Fig. 1: run 1, supply network
Bar = 50 µm. Pins as bars on the die edge. Tap cells in grey.
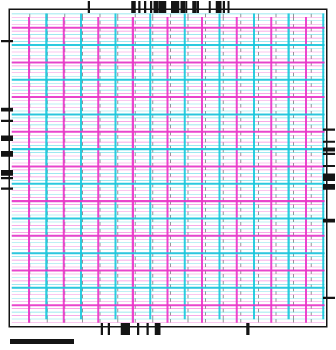
Fig. 2: run 1, placed cells, one colour a class
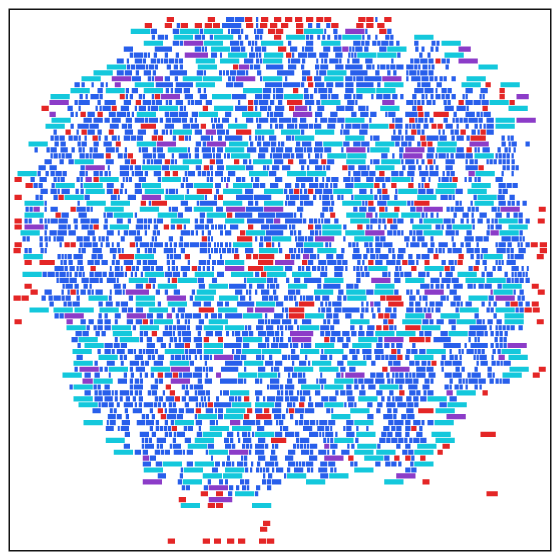
Fig. 3: run 1, clock distribution
Bar = 50 µm.
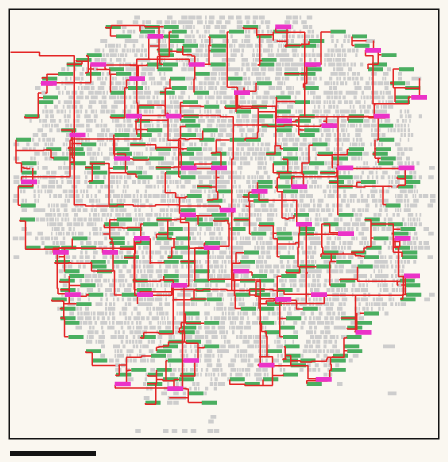
Fig. 4: run 1, routed metal, one colour a layer
Bar = 50 µm. Two of the layers only.
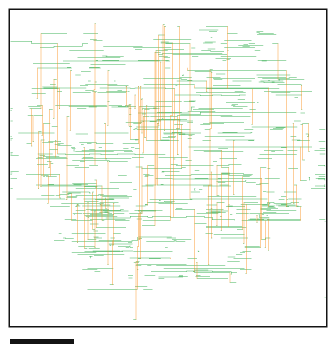
[src/rtl/huff_pkg.sv]
// -----------------------------------------------------------------------------
// huff_pkg
// Shared definitions for the Huffman front end (count_frequent, huff_freq_sort,
// tree builder): alphabet size, symbol width, the sorter FSM state encoding and
// the {freq, sym} entry record together with its ordering function.
// -----------------------------------------------------------------------------
package huff_pkg;

  localparam int NSYM   = 16;  // symbols in the alphabet
  localparam int SYM_W  = 4;   // bits per symbol code
  // Widest count the shared entry record can carry. Narrower counts are
  // zero-extended on load, which leaves their relative ordering unchanged.
  localparam int FREQ_W = 16;

  // Sorter FSM encoding.
  localparam logic [1:0] ST_IDLE = 2'd0;
  localparam logic [1:0] ST_SORT = 2'd1;
  localparam logic [1:0] ST_EMIT = 2'd2;
  localparam logic [1:0] ST_FIN  = 2'd3;

  // freq sits above sym, so the packed value is the sort key {freq, sym}.
  typedef struct packed {
    logic [FREQ_W-1:0] freq;
    logic [SYM_W-1:0]  sym;
  } entry_t;

  // True when a must sit after b in ascending {freq, sym} order.
  function automatic logic key_gt(input entry_t a, input entry_t b);
    return a > b;
  endfunction

endpackage

[src/rtl/huff_cmp_swap.sv]
// -----------------------------------------------------------------------------
// huff_cmp_swap
// Combinational compare-exchange of two sort entries. The smaller key leaves on
// lo_out, the larger on hi_out; equal keys pass straight through, so ties keep
// their current order.
//   lo_in  / hi_in  : entries at the lower / higher array position
//   lo_out / hi_out : entries to write back to those positions
// -----------------------------------------------------------------------------
module huff_cmp_swap
  import huff_pkg::*;
(
  input  entry_t lo_in,
  input  entry_t hi_in,
  output entry_t lo_out,
  output entry_t hi_out
);

  logic swap;

  assign swap   = key_gt(lo_in, hi_in);
  assign lo_out = swap ? hi_in : lo_in;
  assign hi_out = swap ? lo_in : hi_in;

endmodule

[src/rtl/huff_freq_sort.sv]
// -----------------------------------------------------------------------------
// huff_freq_sort
// Captures a 16-entry symbol frequency table, sorts it ascending on
// {freq, sym} with a 16-phase odd-even transposition sort, then streams the
// (symbol, count) pairs to the tree builder over a valid/ready handshake.
//
// Ports
//   CLK           rising-edge clock
//   nRST          asynchronous active-low reset
//   START         one-cycle request to capture and sort (honoured in IDLE only)
//   FREQ_TABLE_IN count of symbol i at [CNT_W*i +: CNT_W]
//   BUSY          high in every state except IDLE
//   OUT_VALID     current (symbol, count) pair is valid
//   OUT_READY     downstream accepts the pair
//   OUT_SYMBOL    symbol code of the current pair
//   OUT_FREQ      count of the current pair
//   OUT_LAST      current pair is the final one (index 15)
//   DONE          one-cycle pulse once the stream has completed
//
// Configuration
//   HUFF_SKIP_ZERO_EN  when defined, entries with a zero count are dropped in
//                      EMIT (one cycle each, OUT_VALID low). Undefined: all 16
//                      entries are emitted.
//
// CNT_W must not exceed huff_pkg::FREQ_W.
// -----------------------------------------------------------------------------
module huff_freq_sort
  import huff_pkg::*;
#(
  parameter int CNT_W = 4
) (
  input  logic                  CLK,
  input  logic                  nRST,
  input  logic                  START,
  input  logic [NSYM*CNT_W-1:0] FREQ_TABLE_IN,
  output logic                  BUSY,
  output logic                  OUT_VALID,
  input  logic                  OUT_READY,
  output logic [SYM_W-1:0]      OUT_SYMBOL,
  output logic [CNT_W-1:0]      OUT_FREQ,
  output logic                  OUT_LAST,
  output logic                  DONE
);

  localparam int              NCMP     = NSYM / 2;
  localparam logic [SYM_W-1:0] LAST_IDX = SYM_W'(NSYM - 1);

  logic [1:0]       state;
  logic [SYM_W-1:0] phase;   // sort phase 0..15
  logic [SYM_W-1:0] index;   // emit position 0..15
  entry_t           entries [NSYM];
  entry_t           sorted  [NSYM];
  entry_t           cmp_lo_in  [NCMP];
  entry_t           cmp_hi_in  [NCMP];
  entry_t           cmp_lo_out [NCMP];
  entry_t           cmp_hi_out [NCMP];
  logic             odd_phase;
  logic             skip;
  logic             advance;

  assign odd_phase = phase[0];

  // Eight shared comparators. Even phases pair (2p, 2p+1); odd phases pair
  // (2p+1, 2p+2). The last comparator has no odd-phase pair: it is fed
  // (15, 0) and its result is discarded in odd phases.
  for (genvar gp = 0; gp < NCMP; gp++) begin : g_cmp
    assign cmp_lo_in[gp] = odd_phase ? entries[2*gp+1]            : entries[2*gp];
    assign cmp_hi_in[gp] = odd_phase ? entries[(2*gp+2) % NSYM]   : entries[2*gp+1];

    huff_cmp_swap u_cmp_swap (
      .lo_in  (cmp_lo_in[gp]),
      .hi_in  (cmp_hi_in[gp]),
      .lo_out (cmp_lo_out[gp]),
      .hi_out (cmp_hi_out[gp])
    );
  end

  // NOTE: every variable written in always_comb gets a full default first
  // (here the unsorted array), otherwise synthesis infers latches for the
  // entries the current phase leaves untouched.
  always_comb begin
    sorted = entries;
    if (!odd_phase) begin
      for (int p = 0; p < NCMP; p++) begin
        sorted[2*p]   = cmp_lo_out[p];
        sorted[2*p+1] = cmp_hi_out[p];
      end
    end else begin
      for (int p = 0; p < NCMP - 1; p++) begin
        sorted[2*p+1] = cmp_lo_out[p];
        sorted[2*p+2] = cmp_hi_out[p];
      end
    end
  end

`ifdef HUFF_SKIP_ZERO_EN
  assign skip = (state == ST_EMIT) && (entries[index].freq == '0);
`else
  assign skip = 1'b0;
`endif

  assign OUT_VALID  = (state == ST_EMIT) && !skip;
  assign OUT_SYMBOL = entries[index].sym;
  assign OUT_FREQ   = entries[index].freq[CNT_W-1:0];
  assign OUT_LAST   = OUT_VALID && (index == LAST_IDX);
  assign BUSY       = (state != ST_IDLE);
  assign DONE       = (state == ST_FIN);

  // A beat leaves EMIT position `index` either by transfer or by being skipped.
  assign advance = skip || (OUT_VALID && OUT_READY);

  // NOTE: state is updated with non-blocking assignments so every register in
  // this block samples the pre-edge values, exactly as the flops do.
  always_ff @(posedge CLK or negedge nRST) begin
    if (!nRST) begin
      state <= ST_IDLE;
      phase <= '0;
      index <= '0;
      // NOTE: the entry array is cleared on reset because the output pins are
      // driven straight from it and must read zero after reset; a storage-only
      // array would normally be left unreset.
      for (int i = 0; i < NSYM; i++) begin
        entries[i] <= '0;
      end
    end else begin
      case (state)
        ST_IDLE: begin
          if (START) begin
            for (int i = 0; i < NSYM; i++) begin
              entries[i] <= '{freq: FREQ_W'(FREQ_TABLE_IN[i*CNT_W +: CNT_W]),
                              sym:  SYM_W'(i)};
            end
            phase <= '0;
            state <= ST_SORT;
          end
        end

        ST_SORT: begin
          entries <= sorted;
          phase   <= phase + 1'b1;
          if (phase == LAST_IDX) begin
            index <= '0;
            state <= ST_EMIT;
          end
        end

        ST_EMIT: begin
          if (advance) begin
            if (index == LAST_IDX) begin
              state <= ST_FIN;
            end else begin
              index <= index + 1'b1;
            end
          end
        end

        ST_FIN: begin
          state <= ST_IDLE;
        end

        default: begin
          state <= ST_IDLE;
        end
      endcase
    end
  end

endmodule
[config.mk]
export PLATFORM = sky130hd
export DESIGN_NAME = huff_freq_sort
export DESIGN_NICKNAME = d
export VERILOG_FILES = /design/src/rtl/huff_pkg.sv /design/src/rtl/huff_cmp_swap.sv /design/src/rtl/huff_freq_sort.sv
export SDC_FILE = /design/constraint.sdc
export NUM_CORES = 1
export LEC_CHECK = 0
export CAP_MARGIN = 0
export CORE_MARGIN = 1
export CORE_UTILIZATION = 44
export CTS_CLUSTER_DIAMETER = 50
export CTS_CLUSTER_SIZE = 28
export DETAILED_ROUTE_END_ITERATION = 8
export PLACE_DENSITY = 0.71
export SLEW_MARGIN = 10
export SYNTH_ARGS = -nofsm -noshare
export SYNTH_HDL_FRONTEND = slang
export SYNTH_SLANG_ARGS = --single-unit
[constraint.sdc]
create_clock -name CLK -period 4 [get_ports CLK]
set_input_delay 0.8 -clock CLK [delete_from_list [all_inputs] [get_ports CLK]]
set_output_delay 0.8 -clock CLK [all_outputs]
set_load 0.02 [all_outputs]
==> metrics.cfg, run 1 <==
[grt]
use_met3 = 0.05580
antenna_found_initial = 5

[outcome]
violations = design-rule violations
outcome = finished with violations

[setup_path]
worst-r2r-cell-count = 14
worst_setup_sp = index[0]$_DFFE_PN0P_
crit_path_frequent_cell = mux4_2

[clock_tree]
postCtsSetupRepairBufs = 0

[logic_synthesis]
xor_xnor_area_frac = 0.002212
postSynthNetCount = 3278
yosysWarnings = 0
yosys.area_share.simple = 0.1561
synth_dominant_cell_count = nand2_1

[layout]
areaGrowthSynthToFinish_pct = 15.88
drive_gt1_frac = 0.1503

[drt]
routedLengthMet1_mm = 38.94
post-route-drc-count = 6

[final_timing]
timing.setup.tns_ps = 0
timing_hold_violations_final = 0
fin_crit_sh = 0.9805

[placement]
dp.cells = 3822

About Fig. 1:
| net | colour |
|---|---|
| VSS | magenta |
| VDD | cyan |
met5 straps: 17
met4 straps: 18
signal pins: 80
Die Wd: 247.8 µm
Die Span Y: 247.8 µm
area of the core: 59,350 µm²

About Fig. 2:
| class | colour | cells | share of their area |
|---|---|---|---|
| remaining buffers and delay cells | red | 261 | 8.3% |
| clock drivers and dummy loads | purple | 86 | 5.6% |
| remaining logic cells | blue | 2,463 | 58% |
| registers | cyan | 330 | 28% |
end-of-flow core utilization: 0.5191
post-route cell area: 30,810 µm²

About Fig. 3:
[clock-net drivers] magenta | count: 46
[flip-flops] green | count: 330
[clock wires] red | length: 5,380 µm
routed clock nets: 47
clock network latency to the later pin of the worst-skew pair: 610 ps
final setup skew: 20.93 ps

About Fig. 4:
| layer | colour | wire length |
|---|---|---|
| M3 | green | 7,600 µm |
| M4 | orange | 4,220 µm |
detailed-route via count: 25,490
overall routed net length: 91.68 mm
GRT Resource Usage Total: 0.2963
detail-routed net length per standard cell: 23.42 µm

==> run 1: cells by family (layout without fill, tap and decap cells) <==
logic type | Yosys count | in the layout
AND-OR/OR-AND | 989 | 989
AND/OR/NAND/NOR | 881 | 881
multiplexers | 349 | 349
flip-flops | 330 | 330
buffers and inverters | 322 | 419
adder cells (fa/ha/maj) | 167 | 167
XOR/XNOR | 5 | 5
other | 0 | 1
==> run 1: registers in the layout (all words and copies together), names as in the netlist <==
register	cells
index	4
phase	4
state	2
entries	320
==> run 1: worst paths after layout <==
check / endpoint / slack, ps
hold / removal: entries[113]$_DFFE_PN0P_ / 130
setup reg to reg: entries[19]$_DFFE_PN0P_ / 130
max in group asynchronous: entries[49]$_DFFE_PN0P_ / 3020
setup / recovery: OUT_FREQ[2] / 80
min in group CLK: entries[173]$_DFFE_PN0P_ / 500
hold reg to reg: entries[173]$_DFFE_PN0P_ / 500
==> run 1: critical path, delay by kind of cell (launching register included) <==
| family | cells | cell delay, ps |
|---|---|---|
| flip-flops | 1 | 570 |
| multiplexers | 2 | 1170 |
| buffers and inverters | 2 | 770 |
==> run 1: area by class of cell <==
cell class / count / area [µm²] / share of cell area
Clock inverter: 30 / 375.4 / 0.01218
Timing Repair Buffer: 261 / 2491 / 0.08086
Tap cell: 773 / 967.2 / 0.03139
Multi-Input combinational cell: 2391 / 17140 / 0.5565
Inverter: 72 / 270.3 / 0.008772
Antenna cell: 1 / 2.502 / 0.00008122
Clock buffer: 56 / 1292 / 0.04195
Sequential cell: 330 / 8265 / 0.2683
==> inputs of run 2 (changes only) <==
- PLACE_DENSITY: 0.71 -> 0.68
- SYNTH_HIERARCHICAL: default -> 1
- clock period: 4 -> 4.65 ns (I/O delays scaled with it)
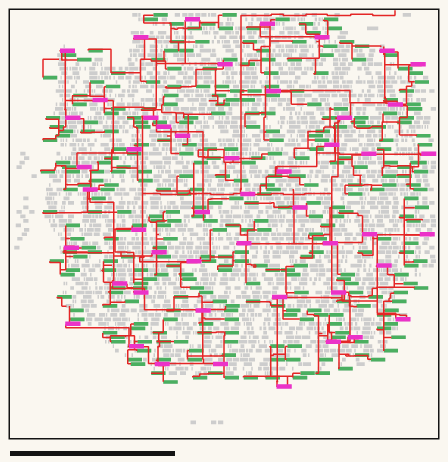
Fig. 5. Clock distribution (run 2).
Bar = 100 µm.
[flip-flops] green | count: 330
[clock wires] red | length: 5,620 µm
[clock-net drivers] magenta | count: 49
flops lie: spread over the die
final setup skew: 16.47 ps
clock network latency to the later pin of the worst-skew pair: 600 ps

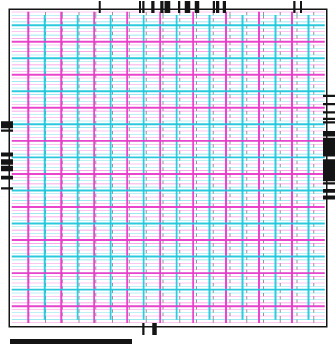
Fig. 6. Supply network (run 2).
Bar = 100 µm. Pins as bars on the die edge. Tap cells in grey.
| net | colour |
|---|---|
| VDD | cyan |
| VSS | magenta |
met5 straps: 18
met4 straps: 18
met1 rails: 95
tap cells: 864
Die Span Y: 260 µm
Die Wd: 260 µm

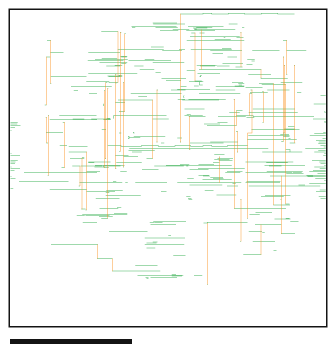
Fig. 7. Routed metal, one colour a layer (run 2).
Bar = 100 µm. Two of the layers only.
| layer | colour | wire length |
|---|---|---|
| M4 | orange | 2,090 µm |
| M3 | green | 5,070 µm |
overall routed net length: 82.49 mm
detail-routed net length per standard cell: 21.72 µm
GRT Resource Usage Total: 0.2423
detailed-route via count: 22,410

==> run 2 against run 1 <==
Net effect:
- the run now ends clean
- critical endpoint unchanged
- via count is 12% lower
- worst setup slack better by 140 ps
- design area is 5.2% higher
- highest routed layer is now met4
- largest cell class unchanged
- non-clock buffer count is 96 lower
- die area rose by 10%
- register-to-register slack improved by 140 ps
- first-iteration DRC count down 27%
- critical path depth rose by 1
- routed wire length decreased by 10%
- count of clock-buffer cells in the layout up 6
==> metrics.cfg, run 2 <==
[final_timing]
timing_hold_violations_final = 0  ; unchanged
timing.setup.tns_ps = 0  ; unchanged

[layout]
top_register = entries  ; unchanged
drive_gt1_frac = 0.2935  ; was 0.1503
areaGrowthSynthToFinish_pct = 10.63  ; was 15.88%
regArea_um2 = 8265  ; unchanged
insertedDiodeCount = 0  ; was 1
max_reg_flops = 320  ; unchanged

[logic_synthesis]
synth_dominant_cell_count = nand2_1  ; unchanged
postSynthNetCount = 3121  ; was 3,278
yosysWarnings = 6  ; was 0

[drt]
post-route-drc-count = 0  ; was 6
routedLengthMet1_mm = 38.90  ; was 38.94 mm

[setup_path]
cp_num_cells = 5  ; was 4
worst-r2r-cell-count = 14  ; unchanged
crit_buf_inv = 1  ; was 2

[outcome]
outcome = complete, no violations  ; was finished with violations

[clock_tree]
htree_num_levels = 2  ; unchanged
postCtsSetupRepairBufs = 0  ; unchanged

[placement]
gp_congestion = 0.9284  ; was 0.9874
dp.cells = 3707  ; was 3,822

[die]
core_area_um2 = 65860  ; was 59,350 µm²

[grt]
antenna_found_initial = 0  ; was 5

==> run 2: final cells by class <==
type / instances / area share
tap: 864 / 0.03336
multi-input combinational: 2181 / 0.5854
sequential: 330 / 0.2551
timing repair buffer: 165 / 0.05568
inverter: 167 / 0.01942
clock buffer: 62 / 0.04251
clock inverter: 29 / 0.008534
==> run 2: path summary, 6_finish.rpt <==
path,slack (ps),endpoint,from
worst max-delay path,220,OUT_FREQ[2],index[0]$_DFFE_PN0P_
worst min-delay path,290,entries[64]$_DFFE_PN0P_,nRST
worst max register to register,270,entries[111]$_DFFE_PN0P_,phase[0]$_DFFE_PN0P_
worst min register to register,500,entries[99]$_DFFE_PN0P_,entries[99]$_DFFE_PN0P_
max in group asynchronous,3160,index[0]$_DFFE_PN0P_,nRST
min in group CLK,500,entries[99]$_DFFE_PN0P_,entries[99]$_DFFE_PN0P_
==> run 2: per-stage QoR <==
step / setup slack (ps) / util / area [µm²]
final: 216.5 / 0.4920 / 32400
after global placement: 396.7 / 0.4669 / 30750
after floorplan: 737.9 / - / 29290
after detailed placement: 316.1 / 0.4669 / 30750
after global routing: 98.07 / 0.4920 / 32400
after CTS: 236.0 / 0.4920 / 32400
==> run 2: cell families (layout without fill, tap and decap cells) <==
| logic type | Yosys count | count (layout) | synth area share |
|---|---|---|---|
| mux | 793 | 793 | 0.3463 |
| fa+ha+maj | 167 | 167 | 0.07134 |
| simple gates | 670 | 670 | 0.1000 |
| compound gates | 551 | 551 | 0.1293 |
| flops | 330 | 330 | 0.2820 |
| buf+inv | 375 | 423 | 0.07109 |
==> run 2: per-layer routing <==
layer  track usage  up-vias
met2        0.3663      680
li1              -    10520
met5             0        -
met3       0.02875      100
met4       0.07255        0
met1        0.3581    11110
